===== src/rtl/fetch_unit.sv =====
// Instruction fetch unit: credit-based request issue, in-order response queue, redirect squash.
// Define FETCH_BYPASS_EN to forward a response arriving into an empty queue straight to the consumer.
module fetch_unit #(
    parameter int DATA_W = 16,
    parameter int ADDR_W = 16,
    parameter int DEPTH = 4,
    parameter logic [ADDR_W-1:0] RESET_PC = '0,
    parameter int PC_INC = 2
) (
    input  logic              clk,
    input  logic              rst,
    output logic              imem_req_valid,
    input  logic              imem_req_ready,
    output logic [ADDR_W-1:0] imem_req_addr,
    input  logic              imem_rsp_valid,
    input  logic [DATA_W-1:0] imem_rsp_data,
    input  logic              redirect,
    input  logic [ADDR_W-1:0] redirect_pc,
    input  logic              halt,
    output logic              instr_valid,
    input  logic              instr_ready,
    output logic [DATA_W-1:0] instr,
    output logic [ADDR_W-1:0] instr_pc,
    output logic [ADDR_W-1:0] instr_pc_inc,
    output logic              err
);

    localparam int PW = $clog2(DEPTH);
    localparam int OW = PW + 1;
    localparam int UW = OW + 1;
    localparam int SW = OW + 2;
    localparam logic [ADDR_W-1:0] INC = ADDR_W'(PC_INC);

    logic [ADDR_W-1:0] pc;
    logic [ADDR_W-1:0] rsp_pc;
    logic [OW-1:0]     count;
    logic [OW-1:0]     outst;
    logic [SW-1:0]     squash;
    logic [PW-1:0]     head;
    logic [PW-1:0]     tail;

    logic [DATA_W-1:0] q_data [DEPTH];
    logic [ADDR_W-1:0] q_pc [DEPTH];

    logic          empty;
    logic          rsp_drop;
    logic          rsp_hit;
    logic          rsp_err;
    logic          byp;
    logic          pop;
    logic          pop_q;
    logic          push;
    logic          req_fire;
    logic [UW-1:0] used;

    assign empty = (count == '0);

    // A response belongs to the squashed group first, then to live requests.
    assign rsp_drop = imem_rsp_valid && (squash != '0);
    assign rsp_hit  = imem_rsp_valid && (squash == '0) && (outst != '0);
    assign rsp_err  = imem_rsp_valid && (squash == '0) && (outst == '0);

`ifdef FETCH_BYPASS_EN
    assign byp = rsp_hit && empty && !redirect;
`else
    assign byp = 1'b0;
`endif

    assign used = {1'b0, count} + {1'b0, outst};

    assign imem_req_valid = rst && !halt && !redirect && (used < UW'(DEPTH));
    assign imem_req_addr  = pc;
    assign req_fire       = imem_req_valid && imem_req_ready;

    assign instr_valid  = rst && (!empty || byp);
    assign instr        = byp ? imem_rsp_data : q_data[head];
    assign instr_pc     = byp ? rsp_pc : q_pc[head];
    assign instr_pc_inc = instr_pc + INC;

    assign pop   = instr_valid && instr_ready && !redirect;
    assign pop_q = pop && !empty;
    assign push  = rsp_hit && !redirect && !(byp && instr_ready);

    always_ff @(posedge clk or negedge rst) begin
        if (!rst) begin
            pc     <= RESET_PC;
            rsp_pc <= RESET_PC;
            count  <= '0;
            outst  <= '0;
            squash <= '0;
            head   <= '0;
            tail   <= '0;
            err    <= 1'b0;
        end else begin
            if (rsp_err) begin
                err <= 1'b1;
            end
            if (redirect) begin
                pc     <= redirect_pc;
                rsp_pc <= redirect_pc;
                count  <= '0;
                outst  <= '0;
                head   <= '0;
                tail   <= '0;
                // Everything still in flight, live or already squashed, gets dropped.
                squash <= squash + SW'(outst) - SW'(rsp_drop || rsp_hit);
            end else begin
                if (req_fire) begin
                    pc <= pc + INC;
                end
                if (rsp_hit) begin
                    rsp_pc <= rsp_pc + INC;
                end
                if (rsp_drop) begin
                    squash <= squash - SW'(1);
                end
                outst <= outst + OW'(req_fire) - OW'(rsp_hit);
                if (push) begin
                    tail <= tail + PW'(1);
                end
                if (pop_q) begin
                    head <= head + PW'(1);
                end
                count <= count + OW'(push) - OW'(pop_q);
            end
        end
    end

    always_ff @(posedge clk) begin
        if (push) begin
            q_data[tail] <= imem_rsp_data;
            q_pc[tail]   <= rsp_pc;
        end
    end

endmodule

===== config.mk =====
export PLATFORM = sky130hd
export DESIGN_NAME = fetch_unit
export DESIGN_NICKNAME = d
export VERILOG_FILES = /design/src/rtl/fetch_unit.sv
export SDC_FILE = /design/constraint.sdc
export NUM_CORES = 1
export LEC_CHECK = 0
export CORE_UTILIZATION = 42
export DETAILED_ROUTE_END_ITERATION = 8
export PLACE_DENSITY_LB_ADDON = 0.2
export SYNTH_ARGS = -nofsm -noshare
export SYNTH_HDL_FRONTEND = slang
export SYNTH_SLANG_ARGS = --single-unit

===== constraint.sdc =====
create_clock -name clk -period 3.7 [get_ports clk]
set_clock_uncertainty 0.2 [all_clocks]
set_input_delay 0.74 -clock clk [delete_from_list [all_inputs] [get_ports clk]]
set_output_delay 0.74 -clock clk [all_outputs]
set_load 0.005 [all_outputs]

==> images/layer_met2.png <==
Bar = 50 microns.
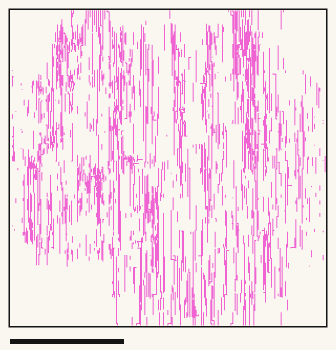
634 nets have wire on it. The wires run mostly vertical. The longest straight run is 50.0 microns. The layer holds 49% of the routed length.
vias post-DR: 4781
final wirelength: 16.2 mm
global routing usage on met2: 0.298

==> images/clocks.png <==
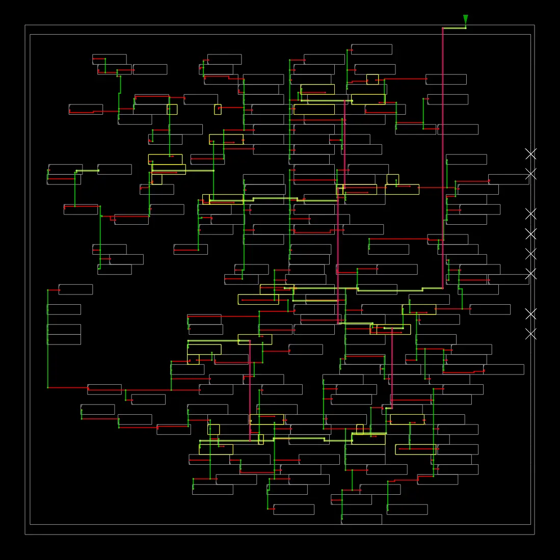
flop count: 176
clk_lat worst skew: 0.43 ns
Clock group: 1790 uW
clock buffer count: 17
CTS sink count: 176

==> reports/qor.yml <==
hpwlAfterDp_mm: 11.1
layout.cells.non_filler: 896
area_growth_pct: 27.2
ys_seq_frac: 0.644
fp_util: 0.432
drtPass1Iterations: 6
max-vdd-ir-drop_mv: 0.395
mux_share: 0.104
fp_nets: 586
log.warning_count: 31
violations: "DRC"
rsz0062_at_grt: "false"
core_region_area_sq_um: 18100
path_clk_slew_ns: 0.07
final_core_util: 0.549
route.detailed.drc: 16
fmax_mhz: 279
place_ws_ns: 0.161
leakage_uw: 0.00362
crit_path_start: "head[0]"
drt_iter0_drc: 215
min_delay_path_depth: 1
ys_seq_elements: 176
wl_per_cell_microns: 18.1
sh_comb_area: 0.260
logic_area_sq_um: 2590
status: "complete, but fails checks"
die_h_microns: 139
cp.required_ns: 2.76
ys_top_logic_family: "multiplexers"
finalSetupViolCount: 0
clk_path_buf_depth: 2
finalPower_uw: 4630
## placed cells by master (no fill, tap or decap), drive strengths merged, types with 2 or more instances in the layout
master / netlist / final
bufinv: 0 / 3
or3: 2 / 2
nand3: 17 / 17
and2: 2 / 2
clkinv: 0 / 9
clkbuf: 7 / 17
and3: 8 / 8
xnor2: 26 / 26
nor3: 10 / 10
xor2: 16 / 16
edfxtp: 128 / 128
mux2i: 5 / 5
buf: 11 / 26
nand2: 37 / 37
nor4: 3 / 3
dlymetal6s2s: 0 / 6
clkinvlp: 0 / 2
mux4: 31 / 31
nor2b: 7 / 7
a31oi: 4 / 4
and4: 3 / 3
a21oi: 9 / 9
o21ai: 28 / 28
nor4b: 3 / 3
dfrtp: 48 / 48
nor2: 22 / 22
clkdlybuf4s50: 0 / 95
nand4: 10 / 10
o311ai: 10 / 10
inv: 34 / 35
mux2: 4 / 4
fa: 3 / 3
dlygate4sd2: 0 / 3
ha: 22 / 22
## per-layer routing
metal  global-route usage  wire, microns  vias to the layer above
met4               0.0556            180                        0
met2                0.298           7930                      113
li1                     -              -                     2234
met5                    0              0                        -
met1                0.230           7420                     2421
met3               0.0404            689                       13
## sequential cells by signal, summed over array words and instances, names as in the netlist, 2 cells and up
name / count
count: 3
head: 2
imem_req_addr: 16
outst: 3
q_data: 64
q_pc: 64
rsp_pc: 16
squash: 5
tail: 2
## critical path, stage by stage, from the launching register on
cell and delay (ns):
dfrtp_2 0.47, buf_12 0.16, mux4_2 0.52, and3_4 0.22
and3_4 0.19, xor2_1 0.15, clkdlybuf4s50_1 0.52
## report_power, final
group	internal [uW]	total [uW]	switching, uW
Sequential	2200	2300	102
Clock	1060	1790	735
Combinational	281	534	253
Power and IR drop assume default switching activity.
